cell_classes.png
Scale: 1 px per µm. Fill, decap, tap and diode cells in grey.
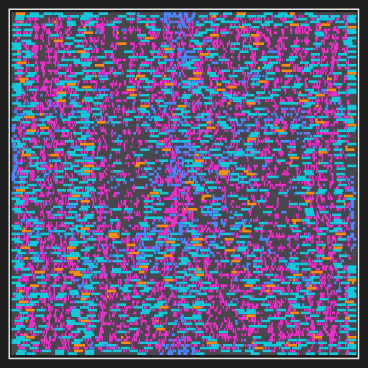
final_clocks.png
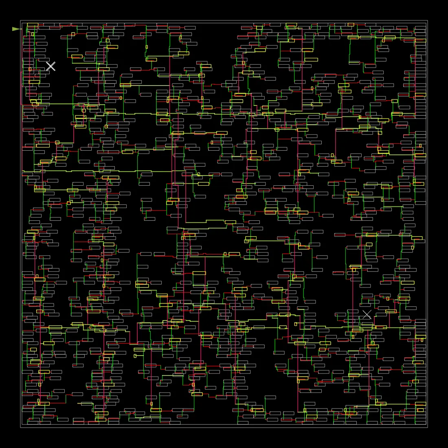
met2.png
Scale: 1 px per µm.
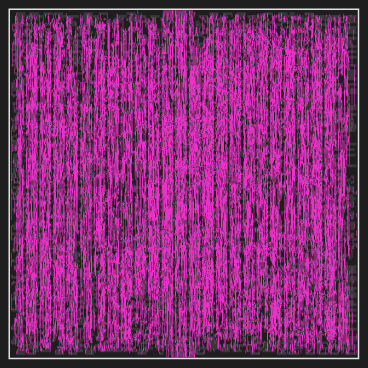
pins.png
Pins as bars across the die edge, other pins in grey.
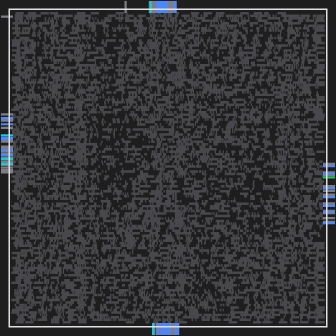
clock_map.png
Scale: 1.5 px per µm.
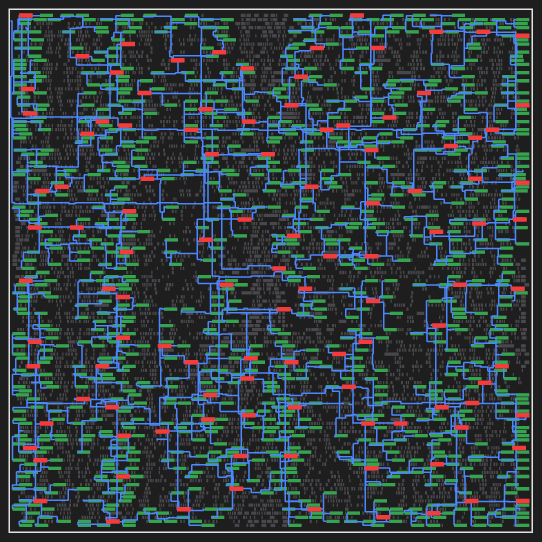
==> src/rtl/yreg_file_if.sv <==
// ---------------------------------------------------------------------------
// yreg_file_if
// Bus between the datapath and the two-read/one-write register file.
//   rn1, rn2 : read addresses (ADDR bits)
//   rd1, rd2 : read data (WIDTH bits). Combinational, with same-cycle
//              write-through.
//   wn       : write address (ADDR bits)
//   d        : write data (WIDTH bits)
//   w        : write enable, sampled on the rising clock edge
// The master modport is the datapath side. The slave modport is the
// register file.
// ---------------------------------------------------------------------------
interface yreg_file_if #(
  parameter int WIDTH = 32,
  parameter int ADDR  = 5
);
  logic [ADDR-1:0]  rn1;
  logic [ADDR-1:0]  rn2;
  logic [ADDR-1:0]  wn;
  logic [WIDTH-1:0] d;
  logic             w;
  logic [WIDTH-1:0] rd1;
  logic [WIDTH-1:0] rd2;

  modport master (
    output rn1, rn2, wn, d, w,
    input  rd1, rd2
  );

  modport slave (
    input  rn1, rn2, wn, d, w,
    output rd1, rd2
  );
endinterface

==> src/rtl/yreg_file.sv <==
// ---------------------------------------------------------------------------
// yreg_file
// Two-read, one-write flip-flop register file. It has 2**ADDR registers of
// WIDTH bits each. Register 0 is hardwired to zero.
// Ports:
//   clk : rising-edge clock
//   rst : asynchronous, active-high reset. It clears every register, and
//         while it is held both read ports return 0.
//   bus : yreg_file_if.slave (rn1/rn2/rd1/rd2 read ports, wn/d/w write port)
// Reads are combinational. A write targeting a read address in the same
// cycle is forwarded to that read port, so the operand muxes downstream see
// the value being written this cycle.
// ---------------------------------------------------------------------------
module yreg_file #(
  parameter int WIDTH = 32,
  parameter int ADDR  = 5
) (
  input  logic       clk,
  input  logic       rst,
  yreg_file_if.slave bus
);

  localparam int N = 2 ** ADDR;

  // Heap-ordered mux trees. Node 1 is the root. The children of node k are
  // 2k and 2k+1. Leaves N..2N-1 hold registers 0..N-1, so walking from the
  // root with the address MSB first lands on leaf N+addr.
  logic [WIDTH-1:0] tree1 [1:2*N-1];
  logic [WIDTH-1:0] tree2 [1:2*N-1];

  // A write to address 0 is discarded. It neither stores nor bypasses.
  logic wrActive;
  logic hit1;
  logic hit2;

  assign wrActive = bus.w && (bus.wn != '0);
  assign hit1     = !rst && wrActive && (bus.wn == bus.rn1);
  assign hit2     = !rst && wrActive && (bus.wn == bus.rn2);

  genvar i, lv, j;

  for (i = 0; i < N; i++) begin : gReg
    logic [WIDTH-1:0] q;
    if (i == 0) begin : gZero
      assign q = '0;
    end else begin : gFf
      // The async clear overrides a write, even a write on the same edge.
      always_ff @(posedge clk or posedge rst) begin
        if (rst) begin
          q <= '0;
        end else if (wrActive && (bus.wn == ADDR'(i))) begin
          q <= bus.d;
        end
      end
    end
    assign tree1[N+i] = q;
    assign tree2[N+i] = q;
  end

  for (lv = 0; lv < ADDR; lv++) begin : gLevel
    for (j = 0; j < (2 ** lv); j++) begin : gNode
      localparam int K = (2 ** lv) + j;
      assign tree1[K] = bus.rn1[ADDR-1-lv] ? tree1[2*K+1] : tree1[2*K];
      assign tree2[K] = bus.rn2[ADDR-1-lv] ? tree2[2*K+1] : tree2[2*K];
    end
  end

  // Leaf 0 is constant zero, so rnN == 0 already reads 0 through the tree.
  assign bus.rd1 = rst ? '0 : (hit1 ? bus.d : tree1[1]);
  assign bus.rd2 = rst ? '0 : (hit2 ? bus.d : tree2[1]);

endmodule

==> src/flat_wrapper.sv <==
// flat-port wrapper written by rule: the top's interface ports become plain ports
module yreg_file_flat 
#(
  parameter int WIDTH = 32,
  parameter int ADDR  = 5
)
  (clk, rst, bus_rn1, bus_rn2, bus_wn, bus_d, bus_w, bus_rd1, bus_rd2);
  yreg_file_if #(.WIDTH(WIDTH), .ADDR(ADDR)) bus_i ();
  input  logic clk;
  input  logic rst;
  input wire logic [$bits(bus_i.rn1)-1:0] bus_rn1;
  input wire logic [$bits(bus_i.rn2)-1:0] bus_rn2;
  input wire logic [$bits(bus_i.wn)-1:0] bus_wn;
  input wire logic [$bits(bus_i.d)-1:0] bus_d;
  input wire logic [$bits(bus_i.w)-1:0] bus_w;
  output wire logic [$bits(bus_i.rd1)-1:0] bus_rd1;
  output wire logic [$bits(bus_i.rd2)-1:0] bus_rd2;
  assign bus_i.rn1 = bus_rn1;
  assign bus_i.rn2 = bus_rn2;
  assign bus_i.wn = bus_wn;
  assign bus_i.d = bus_d;
  assign bus_i.w = bus_w;
  assign bus_rd1 = bus_i.rd1;
  assign bus_rd2 = bus_i.rd2;
  yreg_file #(.WIDTH(WIDTH), .ADDR(ADDR)) u_core (.clk(clk), .rst(rst), .bus(bus_i));
endmodule
==> config.mk <==
export PLATFORM = sky130hd
export DESIGN_NAME = yreg_file_flat
export DESIGN_NICKNAME = d
export VERILOG_FILES = /design/src/rtl/yreg_file_if.sv /design/src/rtl/yreg_file.sv /design/src/flat_wrapper.sv
export SDC_FILE = /design/constraint.sdc
export NUM_CORES = 2
export LEC_CHECK = 0
export ABC_AREA = 1
export CAP_MARGIN = 20
export CORE_UTILIZATION = 47
export DETAILED_ROUTE_END_ITERATION = 8
export GPL_TIMING_DRIVEN = 0
export PLACE_DENSITY_LB_ADDON = 0.08
export SYNTH_ARGS = -nofsm -noshare
export SYNTH_HDL_FRONTEND = slang
export SYNTH_SLANG_ARGS = --single-unit
==> constraint.sdc <==
create_clock -name clk -period 64.4 [get_ports clk]
set_clock_uncertainty 0.05 [all_clocks]
set_input_delay 12.88 -clock clk [delete_from_list [all_inputs] [get_ports clk]]
set_output_delay 12.88 -clock clk [all_outputs]
set_load 0.01 [all_outputs]
==> GITHUB_STEP_SUMMARY <==
## PnR job results

| Metric | Value |
|---|---|
| Crit-path slowest cell | `clkbuf_1` |
| Int Pwr | `1.29 mW` |
| Late-Pin Clk Latency | `0.78 ns` |
| Core area | `118000 µm²` |
| Yosys cell count | `8097` |
| Global placer's final weighted congestion | `1.07` |
| Post-DR wirelength/cell | `31.9 µm` |
| Area Growth Syn to Fin | `14.7%` |
| EDFF count, synth | `0` |
| Post-CTS Hold Buffers | `0` |
| Post-CTS Setup Bufs | `0` |
| Arrival @ worst endpoint | `17.14 ns` |
| Setup_tns | `0 ns` |
| Die extent in x | `348 µm` |
| Count of tool warnings | `27` |
| Number of max-cap violations | `0` |
| Top cell by count, worst path | `nand3_1` |
| Critical Path Max Stage Delay | `0.97 ns` |
| Highest clock rate | `33.3 MHz` |
| Largest register FFs | `992` |
| Tot GR Track Use | `51.8%` |
| Adder Area Share | `0%` |
| Ports | `114` |
| Placed inst area | `60300 µm²` |
| Dominant cell area share | `44.2%` |
| Failing checks | `design-rule violations` |
| Biggest regs | `u_core.gReg.q x992` |
| Simple-gate share of the synthesized area | `38.8%` |
| Tcrit/Tclk final | `46.7%` |
| Worst slew margin | `5.72%` |
| Die height | `348 µm` |
| Syn_nets | `8147` |
| Worst Tran Pin Value | `1.41 ns` |
| Primary FF master, synth | `dfrtp_1` |
| Hold WC Path Type | `reg -> reg` |
| Initial DRC count | `12100` |
| Synth top cell by count | `nand2_1` |
| FILL cells | `11900` |
| Largest net degree at the start of global routing | `65` |
| Vias in the first global route | `59900` |
| Overall Power | `1.98 mW` |
| R2R Setup Slk | `63.51 ns` |
| YS chip area | `56200 µm²` |
| Number of remaining DRC errors | `7` |
| Mapped Area | `56200 µm²` |
| Yosys warns | `0` |
| Worst-path clk slew | `0.06 ns` |
| Sequential-to-total area share from yosys stat | `44.2%` |
| Longest Clk Path Bufs | `3` |
| Fp_density | `47.5%` |
| Cell area leaders | `dfrtp_1 44%, nand2_1 21%, nand3_1 17%` |
| Max VDD drop | `0.0260 mV` |
| TritonRoute pass-1 iters | `9` |
| Synthesized area per cell | `6.94 µm²` |
| Gr ovfl total | `0` |
| Final core occ | `54.5%` |
| First-pass GRT wire length | `444000 µm` |
| HPWL Detailed | `236000 µm` |
| Cell Pwr Density | `30.8 nW/µm²` |
| Status | `finished, violations left` |
| CTS tree | `done` |
| Yosys xor share | `0.140%` |
| Number of gates resized after CTS | `0` |
| Reg power frac | `42.8%` |
Notes on cell_classes.png above:
legend:
  other buffers and delay cells:
    colour: blue
    cells: 913
    share_of_their_area: 9.0%
  flip-flops:
    colour: cyan
    cells: 992
    share_of_their_area: 40%
  all other logic:
    colour: magenta
    cells: 6366
    share_of_their_area: 45%
  clock drivers and dummy loads:
    colour: orange
    cells: 208
    share_of_their_area: 6.3%

Notes on final_clocks.png above:
CTS Buf Count: 112
P_clk: 0.706 mW
clock sink count: 992

Notes on met2.png above:
wire length on this layer: 127 mm
nets with wire on the layer: 6197
share of all routed wire: 40%
final wirelength: 320000 µm
vias post-DR: 65200
met2 GRT Util: 72.0%

Notes on pins.png above:
legend:
  bus_d:
    colour: blue
    pins: 32
    direction: input
    edge: 10 top, 9 bottom, 7 right, 6 left
  bus_rn2:
    colour: cyan
    pins: 5
    direction: input
    edge: 3 left, 1 top, 1 bottom
  bus_w:
    colour: green
    pins: 1
    direction: input
    edge: right
all pins by edge: 33 top, 29 left, 29 bottom, 23 right

Notes on clock_map.png above:
legend:
  cells driving clock nets:
    colour: red
    count: 112
  flip-flops:
    colour: green
    count: 992
  clock wires:
    colour: blue
    length: 14600 µm
routed clock nets: 113

per-layer routing:
layer,global-route usage [%],vias up,part of all wire [%]
met4,35.7,34,8.4
met3,24.3,1605,16
met5,0.960,-,0.12
met2,72.0,5357,40
li1,-,27300,-
met1,63.0,30900,36
power groups by stage:
stage	logic, mW	registers (mW)	clock network (mW)
detailed placement	0.405	0.850	0
global placement	0.389	0.851	0
floorplan	0.263	0.822	0
global route	0.463	0.860	0.722
CTS	0.406	0.841	0.700
finish	0.429	0.849	0.706
kinds of logic (layout without fill, tap and decap cells):
group,Yosys count,count (layout)
AND-OR/OR-AND,1089,1089
XOR/XNOR,9,9
flip-flops,992,992
other,0,19
AND/OR/NAND/NOR,5088,5088
buffers and inverters,919,1301
cells in the final DEF (no fill, tap or decap), types with 82 or more instances in the layout:
master,instances
buf_1,82
clkdlybuf4s50_1,102
inv_1,173
o21ai_1,83
nand3_1,1891
buf_2,176
dfrtp_1,992
o21ai_0,909
nand2_1,3145
clkbuf_16,113
clkbuf_1,441
worst paths after layout:
check | from | endpoint | depth (start not counted)
max | bus_rn1[3] | bus_rd1[29] | 9
min | u_core.gReg[25].q[11] | u_core.gReg[25].q[11] | 2
max reg2reg | u_core.gReg[16].q[7] | u_core.gReg[16].q[7] | 1
min reg2reg | u_core.gReg[25].q[11] | u_core.gReg[25].q[11] | 2
max in group asynchronous | rst | u_core.gReg[4].q[20] | 10
min in group asynchronous | rst | u_core.gReg[16].q[2] | 4
final cells by class:
cell class,count,area (µm²),area share (%)
tap,1536,1920,2.98
inverter,180,676,1.05
clock inverter,58,768,1.19
sequential,992,24800,38.5
multi-input combinational,6186,27400,42.5
clock buffer,150,3170,4.92
antenna,19,47.5,0.0738
timing repair buffer,174,2340,3.64
buffer,739,3290,5.11
per-stage QoR:
step | std cells | hold WS, ns | setup WS, ns
5_1_grt | 10000 | 0.470 | 34.44
4_1_cts | 10000 | 0.458 | 34.69
3_3_place_gp | 9735 | 0.438 | -6.25
2_1_floorplan | 8097 | 0.424 | 8.89
3_5_place_dp | 9793 | 0.444 | 34.68
6_report | 10000 | 0.458 | 34.33
tightest hold or removal path, delay by kind of cell (launching register included):
kind	cells	cell delay, ns
compound gates	1	0.06
simple gates	1	0.05
flops	1	0.36
Power and IR drop assume default switching activity.
